**src/rtl/srt4_host_pkg.sv**
```systemverilog
// Shared types and constants for the SRT4 divider host sequencer.
package srt4_host_pkg;

  localparam int unsigned BusWidth = 8;

  // Quotient reported when the divisor is zero and no launch takes place.
  localparam logic [BusWidth-1:0] DZ_QUOTIENT = 8'hFF;

  typedef enum logic [2:0] {
    StIdle,
    StLoadA,
    StLoadB,
    StWaitEnd,
    StCapR,
    StDone
  } state_e;

endpackage

```
**src/rtl/srt4_host_wait_counter.sv**
```systemverilog
// Saturating up-counter bounding the time spent waiting for the divider.
module wait_counter #(
  parameter int unsigned TIMEOUT = 64
) (
  input  logic clk_i,
  input  logic rst_i,
  input  logic clr_i,
  input  logic en_i,
  output logic hit_o
);

  localparam int unsigned CntW = $clog2(TIMEOUT + 1);

  logic [CntW-1:0] cnt_q, cnt_d;

  always_comb begin
    cnt_d = cnt_q;
    if (clr_i) begin
      cnt_d = '0;
    end else if (en_i && (cnt_q != CntW'(TIMEOUT))) begin
      cnt_d = cnt_q + CntW'(1);
    end
  end

  always_ff @(posedge clk_i) begin
    if (rst_i) begin
      cnt_q <= '0;
    end else begin
      cnt_q <= cnt_d;
    end
  end

  // Asserted in the cycle whose increment brings the count to TIMEOUT, so the
  // waiting state never lasts more than TIMEOUT cycles.
  assign hit_o = (cnt_q >= CntW'(TIMEOUT - 1));

endmodule

```
**src/rtl/srt4_host.sv**
```systemverilog
// Host-side sequencer: launches the SRT4 divider over its serial bus and
// returns quotient/remainder on a valid/ready result channel.
module srt4_host
  import srt4_host_pkg::*;
#(
  parameter int unsigned TIMEOUT = 64
) (
  input  logic                clk,
  input  logic                rst,
  input  logic                req_valid,
  output logic                req_ready,
  input  logic [BusWidth-1:0] req_dividend,
  input  logic [BusWidth-1:0] req_divisor,
  output logic                res_valid,
  input  logic                res_ready,
  output logic [BusWidth-1:0] res_quotient,
  output logic [BusWidth-1:0] res_remainder,
  output logic                res_dz,
  output logic                res_err,
  output logic [BusWidth-1:0] inbus,
  output logic                beginSignal,
  input  logic [BusWidth-1:0] outbus,
  input  logic                endSignal,
  output logic                busy
);

  state_e state_q, state_d;

  logic [BusWidth-1:0] a_q, a_d;
  logic [BusWidth-1:0] b_q, b_d;
  logic [BusWidth-1:0] quo_q, quo_d;
  logic [BusWidth-1:0] rem_q, rem_d;
  logic [BusWidth-1:0] inbus_q, inbus_d;
  logic                dz_q, dz_d;
  logic                err_q, err_d;
  logic                begin_q, begin_d;

  logic cnt_clr, cnt_en, cnt_hit;

  wait_counter #(
    .TIMEOUT(TIMEOUT)
  ) u_wait_counter (
    .clk_i(clk),
    .rst_i(rst),
    .clr_i(cnt_clr),
    .en_i (cnt_en),
    .hit_o(cnt_hit)
  );

  always_comb begin
    state_d = state_q;
    a_d     = a_q;
    b_d     = b_q;
    quo_d   = quo_q;
    rem_d   = rem_q;
    dz_d    = dz_q;
    err_d   = err_q;
    cnt_clr = 1'b0;
    cnt_en  = 1'b0;

    unique case (state_q)
      StIdle: begin
        if (req_valid) begin
          a_d   = req_dividend;
          b_d   = req_divisor;
          err_d = 1'b0;
          if (req_divisor == '0) begin
            dz_d    = 1'b1;
            quo_d   = DZ_QUOTIENT;
            rem_d   = req_dividend;
            state_d = StDone;
          end else begin
            dz_d    = 1'b0;
            quo_d   = '0;
            rem_d   = '0;
            state_d = StLoadA;
          end
        end
      end
      StLoadA: state_d = StLoadB;
      StLoadB: begin
        cnt_clr = 1'b1;
        state_d = StWaitEnd;
      end
      StWaitEnd: begin
        cnt_en = 1'b1;
        if (endSignal) begin
          quo_d   = outbus;
          state_d = StCapR;
        end else if (cnt_hit) begin
          err_d   = 1'b1;
          quo_d   = '0;
          rem_d   = '0;
          state_d = StDone;
        end
      end
      StCapR: begin
        // A missing second endSignal cycle is flagged but the data is kept.
        rem_d   = outbus;
        err_d   = ~endSignal;
        state_d = StDone;
      end
      StDone: begin
        if (res_ready) begin
          state_d = StIdle;
        end
      end
      default: state_d = StIdle;
    endcase

    // Bus outputs are registered, so they are derived from the next state.
    begin_d = (state_d == StLoadA);
    unique case (state_d)
      StLoadA:                    inbus_d = a_d;
      StLoadB, StWaitEnd, StCapR: inbus_d = b_d;
      default:                    inbus_d = '0;
    endcase
  end

  always_ff @(posedge clk) begin
    if (rst) begin
      state_q <= StIdle;
      a_q     <= '0;
      b_q     <= '0;
      quo_q   <= '0;
      rem_q   <= '0;
      dz_q    <= 1'b0;
      err_q   <= 1'b0;
      begin_q <= 1'b0;
      inbus_q <= '0;
    end else begin
      state_q <= state_d;
      a_q     <= a_d;
      b_q     <= b_d;
      quo_q   <= quo_d;
      rem_q   <= rem_d;
      dz_q    <= dz_d;
      err_q   <= err_d;
      begin_q <= begin_d;
      inbus_q <= inbus_d;
    end
  end

  assign req_ready     = (state_q == StIdle);
  assign busy          = (state_q != StIdle);
  assign res_valid     = (state_q == StDone);
  assign res_quotient  = quo_q;
  assign res_remainder = rem_q;
  assign res_dz        = dz_q;
  assign res_err       = err_q;
  assign beginSignal   = begin_q;
  assign inbus         = inbus_q;

endmodule

```
**config.mk**
```make
export PLATFORM = sky130hd
export DESIGN_NAME = srt4_host
export DESIGN_NICKNAME = d
export VERILOG_FILES = /design/src/rtl/srt4_host_pkg.sv /design/src/rtl/srt4_host_wait_counter.sv /design/src/rtl/srt4_host.sv
export SDC_FILE = /design/constraint.sdc
export NUM_CORES = 1
export LEC_CHECK = 0
export CAP_MARGIN = 20
export CORE_AREA = 3 3 91 110
export CTS_BUF_LIST = sky130_fd_sc_hd__clkbuf_8
export DETAILED_ROUTE_END_ITERATION = 8
export DIE_AREA = 0 0 94 113
export GPL_TIMING_DRIVEN = 0
export SYNTH_ARGS = -nofsm -noshare
export SYNTH_HDL_FRONTEND = slang
export SYNTH_SLANG_ARGS = --single-unit
```
**constraint.sdc**
```tcl
create_clock -name clk -period 2.4 [get_ports clk]
set_input_delay 0.6 -clock clk [delete_from_list [all_inputs] [get_ports clk]]
set_output_delay 0.6 -clock clk [all_outputs]
set_load 0.05 [all_outputs]
```
==> impl.org <==
#+TITLE: Synthesis and PnR summary

** Final timing
- Post-route period utilization is reported as 97.0%.
- Final hold violations :: 0
- The smallest clock period supported by the final layout is computed as 2.33 ns.
- The most critical hold endpoint after final layout shows a slack of 0.465 ns.
- Pins over their slew limit in the final report were tallied at 0.
- Unrepaired setup endpoints after global routing :: no
- Per the slew report, the remaining headroom to the max-slew limit stands at 51.1%.

** Route
- Nets still carrying antenna violations after routing amount to 0.
- Vias/cell :: 4.72

** Worst setup path
- Slowest cell delay on critical path :: 0.53 ns
- Walking the critical path from launch to capture passes 3 cell instances.
- For reference, the critical path is captured by req_ready.
- Looking at the setup timing report, the critical path kind is reg -> out.
- Reg2reg end :: inbus[7]$_SDFF_PP0_

** Synthesis
- Post-synthesis average cell area :: roughly 9 um^2
- Mux frac, synth :: 0%
- In this run, the synthesized area fraction spent on and/or/nand/nor cells is recorded as 22.3%.
- Fraction of synthesized cell area in xor and xnor cells :: under 10%
- In this run, distinct cell masters in the synthesized netlist total ~44.
- Number of enable flip-flop cells :: 0
- Yosys stat counts ~250 cells in the synthesized netlist.
- Top post-synthesis cells by area :: sky130_fd_sc_hd__dfxtp_1 47%, sky130_fd_sc_hd__nand2_1 6.3%, sky130_fd_sc_hd__o32ai_2 5.8%, sky130_fd_sc_hd__nor2_1 5.3%, sky130_fd_sc_hd__a21oi_1 5.1%
- Grouping non-sequential cells by family puts the most area in AND-OR/OR-AND gates.
- Async set-reset flop share out of synthesis :: 0%

** Die
- The floorplan step set the die height to 113 um.

** Global route
- Vias in the first global route :: 2,060

** Run status
- The flow ran to the end, and the final reports show no timing, DRC or antenna violations.

** Cells and area
- The post-route utilization of the core is recorded as 34.4%.

** Place
- The final weighted congestion recorded by global placement is between 0.8 and 0.9.

** Power
- Combinational fraction of design power :: a little under a third
- Total internal power :: 1.43 mW
- IR analysis of the VDD net gives a maximum drop of roughly 0.00023 V.
- The script extracted a net switching power of 0.790 mW.
- Total power per unit cell area :: 712 nW/um^2

** Clock network
- Sinks on the clock net :: between 50 and 60
- Source-to-sink clock delay at the later pin of the worst-skew pair :: a little over 0.3 ns
- Clock Path Buffers :: 2
- Resized Gates After CTS :: 3
- In this run the clock root is driven by a sky130_fd_sc_hd__clkbuf_8.
## worst min-delay path by stage
stage,cells after the start,endpoint,startpoint
3_3_place_gp,2,b_q[6]$_SDFF_PP0_,b_q[6]$_SDFF_PP0_
5_1_grt,2,b_q[3]$_SDFF_PP0_,b_q[3]$_SDFF_PP0_
2_1_floorplan,2,b_q[0]$_SDFF_PP0_,b_q[0]$_SDFF_PP0_
6_report,2,a_q[1]$_SDFF_PP0_,a_q[1]$_SDFF_PP0_
3_5_place_dp,2,a_q[1]$_SDFF_PP0_,a_q[1]$_SDFF_PP0_
4_1_cts,2,a_q[1]$_SDFF_PP0_,a_q[1]$_SDFF_PP0_
## layer usage
metal	part of all wire (%)	vias up
met1	42	992
met5	0	-
met3	5.6	9
li1	-	1034
met4	1.6	0
met2	50	55
## power groups by stage
stage / Sequential (mW) / Clock (mW) / Combinational [mW]
floorplan: 1.18 / 0 / 0.282
CTS: 0.993 / 0.534 / 0.699
global placement: 1.01 / 0 / 0.691
detailed placement: 1.01 / 0 / 0.695
finish: 0.991 / 0.523 / 0.701
global route: 1.00 / 0.574 / 0.752
## worst reg2reg max path, stage by stage, from the launching register on
cell and delay, ns:
sky130_fd_sc_hd__dfxtp_1 0.43, sky130_fd_sc_hd__clkbuf_1 0.31, sky130_fd_sc_hd__a21boi_0 0.18, sky130_fd_sc_hd__o31a_1 0.30, sky130_fd_sc_hd__nor2_1 0.53, sky130_fd_sc_hd__a22o_1 0.26
## area by class of cell
cell class                      count  area, um^2  share of cell area, %
Tap cell                          120         150                   4.83
Inverter                           13        52.6                   1.69
Timing Repair Buffer               62         603                   19.4
Clock inverter                      3        26.3                  0.845
Multi-Input combinational cell    174        1080                   34.8
Buffer                             13        65.1                   2.09
Sequential cell                    53        1060                   34.1
Clock buffer                        5        68.8                   2.21
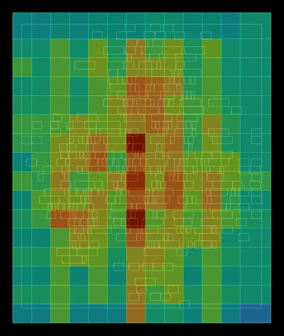
Figure 1: congestion heat map.
met2 Use GR: 20.5%
global routing met3 resource utilization: 2.73%
global routing's busiest layer: met2
wire length per cell: 14.1 um
aggregate global-route resource usage: 11.9%

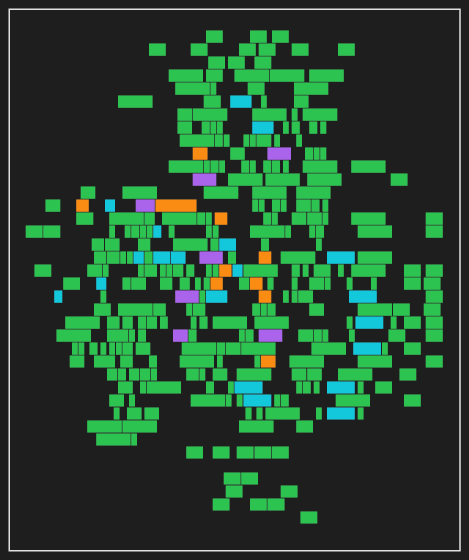
Figure 2: sizing map.
Key: x3 and x4 = orange [cells 10, share 3.1%]; x6 and larger = purple [cells 7, share 2.2%]; x2 = cyan [cells 20, share 6.2%]; x1 and smaller = green [cells 286, share 89%]
layout overhead on the synthesized area: 38.4%
final cell area excluding filler cells: 3110 um^2
final worst setup slack: 0.0722 ns

Power figures rest on the tool's default switching activity, not on a simulated workload.
